==> config.mk <==
export PLATFORM = sky130hd
export DESIGN_NAME = amax10_qsys_nios2_gen2_oci_dct_packer_flat
export DESIGN_NICKNAME = d
export VERILOG_FILES = /design/src/rtl/amax10_qsys_nios2_gen2_oci_dct_packer_if.sv /design/src/rtl/amax10_qsys_nios2_gen2_oci_dct_packer.sv /design/src/flat_wrapper.sv
export SDC_FILE = /design/constraint.sdc
export NUM_CORES = 1
export LEC_CHECK = 0
export ABC_AREA = 1
export ABC_CLOCK_PERIOD_IN_PS = 5780
export CAP_MARGIN = 30
export CORE_MARGIN = 4
export CORE_UTILIZATION = 52
export CTS_BUF_LIST = sky130_fd_sc_hd__clkbuf_4 sky130_fd_sc_hd__clkbuf_8 sky130_fd_sc_hd__clkbuf_16
export DETAILED_ROUTE_END_ITERATION = 10
export PLACE_DENSITY = 0.93
export REMOVE_ABC_BUFFERS = 1
export SLEW_MARGIN = 25
export SYNTH_ARGS = -nofsm -noshare
export SYNTH_HDL_FRONTEND = slang
export SYNTH_SLANG_ARGS = --single-unit
==> constraint.sdc <==
create_clock -name clk -period 5.78 [get_ports clk]
set_input_delay 1.156 -clock clk [delete_from_list [all_inputs] [get_ports clk]]
set_output_delay 1.156 -clock clk [all_outputs]
set_load 0.02 [all_outputs]
Fig. 1: placed cells, one color a class
Scale bar: 20 um.
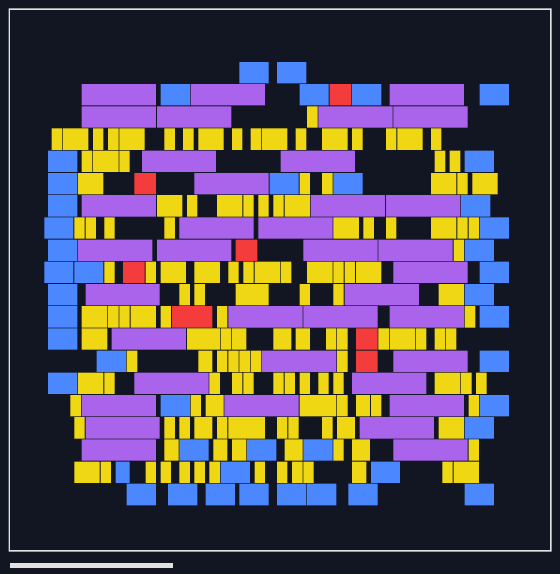
legend:
  clock drivers and dummy loads:
    color: red
    cells: 7
    share_of_their_area: 2.7%
  flip-flops:
    color: purple
    cells: 37
    share_of_their_area: 42%
  all other logic:
    color: yellow
    cells: 145
    share_of_their_area: 34%
  other buffers and delay cells:
    color: blue
    cells: 45
    share_of_their_area: 20%
Core Footprint: 3150 um^2
sequential share of cell area: 0.414
row cnt: 20
fin area: 2240 um^2

Fig. 2: floorplan with the power grid
Scale bar: 20 um. Pins as bars on the die edge.
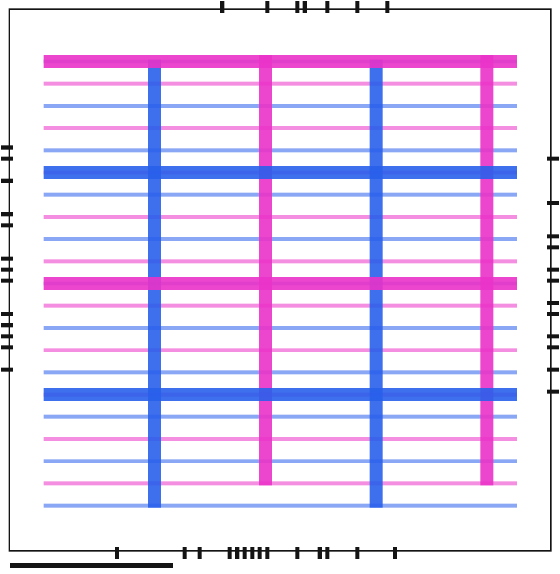
legend:
  VSS:
    color: blue
  VDD:
    color: magenta
signal pins: 46
met4 straps: 4
met1 rails: 21
met5 straps: 4
DIE WIDTH: 66.1 um
VDD IR max: 342 uV

Fig. 3: clock network drawn from the DEF
Scale bar: 20 um.
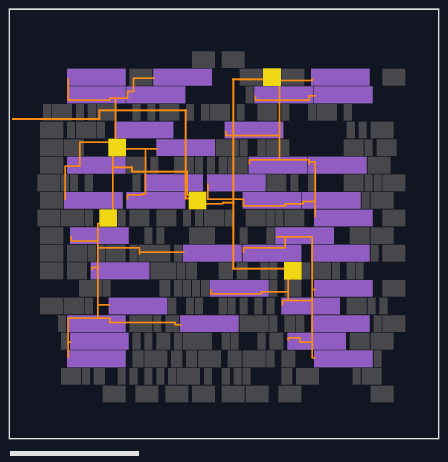
legend:
  clock wires:
    color: orange
    length: 383 um
  cells driving clock nets:
    color: yellow
    count: 5
  flip-flops:
    color: purple
    count: 37
routed clock nets: 6
Clk pwr share: 0.138
worst-skew pair later-pin latency: 0.33 ns
P_clk: 0.000139 W
clock skew: 0.00780 ns

==> flow_metrics.tcl <==
# place-and-route summary
set metrics [dict create \
    seq_area_um2 926 \
    cts_tree "done" \
    dp_hpwl_mm 2.41 \
    synth_cells 191 \
    status "finished, final reports clean" \
    period_used_share 0.667 \
    worst_slew_pin_slew_ns 0.776 \
    avgViaCountPerCell 5.00 \
    fin_util 0.710 \
    fill_cells 259 \
    tapCellCount 44 \
    relSlewSlack 0.483 \
    avgSynthCellArea_um2 9.20 \
    p_leak_nw 1.04 \
    intPower_w 0.000619 \
    comb_power_share 0.454 \
    crit_arrival_ns 2.70 \
    gp_congestion 0.914 \
    cts-resized-gates 0 \
    synth-seq-cells 37 \
    totalWireLength_mm 3.41 \
    largest_cell_class "registers" \
    comb_share 0.318 \
    track_usage 0.178 \
    slew_violations 0 \
    flop-count 37 \
    ys_seq_share 0.527 \
    synth.yosys.chip_area_um2 1760 \
    crit_type "in2out" \
    aoi_share 0.171 \
    antenna_found_initial 0 \
    clk_pin_slew_ns 0.10 \
    crit_fanout 38 \
    start_kind "primary input" \
    hold_class "reg2reg" \
    adder_share 0.0142 \
    p_sw_frac 0.385 \
    ant_nets 0 \
    r2r_cells 11 \
    grt_overflow 0 \
]
-- synth_stat cells, drive strengths merged --
cell	instances	area, um^2
nand4	1	6.26
o22ai	2	12.5
nor2	11	51.3
clkbuf	2	7.51
o21ai	34	283
nand3	2	10.0
inv	11	41.3
nand2	79	307
or2	1	6.26
dfrtp	37	926
a21oi	1	5.00
ha	2	25.0
buf	7	72.6
nor3	1	5.00
-- power groups by stage --
stage,sequential (W),clock (W),combinational (W)
floorplan,0.000507,0,0.000157
global placement,0.000412,0,0.000452
detailed placement,0.000415,0,0.000463
CTS,0.000411,0.000141,0.000465
global route,0.000425,0.000153,0.000497
finish,0.000411,0.000139,0.000457
-- stage by stage --
stage                     instances  setup slack, ns
final                           278             1.93
after global routing            278             1.67
after CTS                       278             1.85
after detailed placement        271             1.84
after global placement          271             1.88
after floorplan                 182             3.10
-- worst max-delay path, stage by stage --
cell	delay (ns)
buf_2	0.59
nand2_1	0.20
nor2_1	0.13
clkdlybuf4s50_1	0.60
-- cells in the final DEF (no fill, tap or decap) --
cell,Yosys,final
nand2_4,1,1
nand2_2,1,1
dfrtp_1,37,37
nand3_1,2,2
buf_2,1,1
clkbuf_8,0,1
nor2_1,9,9
inv_2,1,1
o21ai_2,30,30
nor3_1,1,1
nand4_1,1,1
o21ai_0,3,3
o21ai_1,1,1
clkbuf_4,0,6
nand2_1,77,77
or2_2,1,1
nor2_2,1,1
a21oi_1,1,1
inv_1,10,10
nor2_4,1,1
o22ai_1,2,2
ha_1,2,2
clkdlybuf4s50_1,0,44
-- routing by layer --
layer / GRT usage / part of all wire / vias to the layer above
met2: 0.299 / 0.51 / 36
met5: 0 / 0 / -
met4: 0.0736 / 0.012 / 0
li1: - / - / 686
met1: 0.216 / 0.43 / 663
met3: 0.0459 / 0.041 / 5
Power figures rest on the tool's default switching activity, not on a simulated workload.
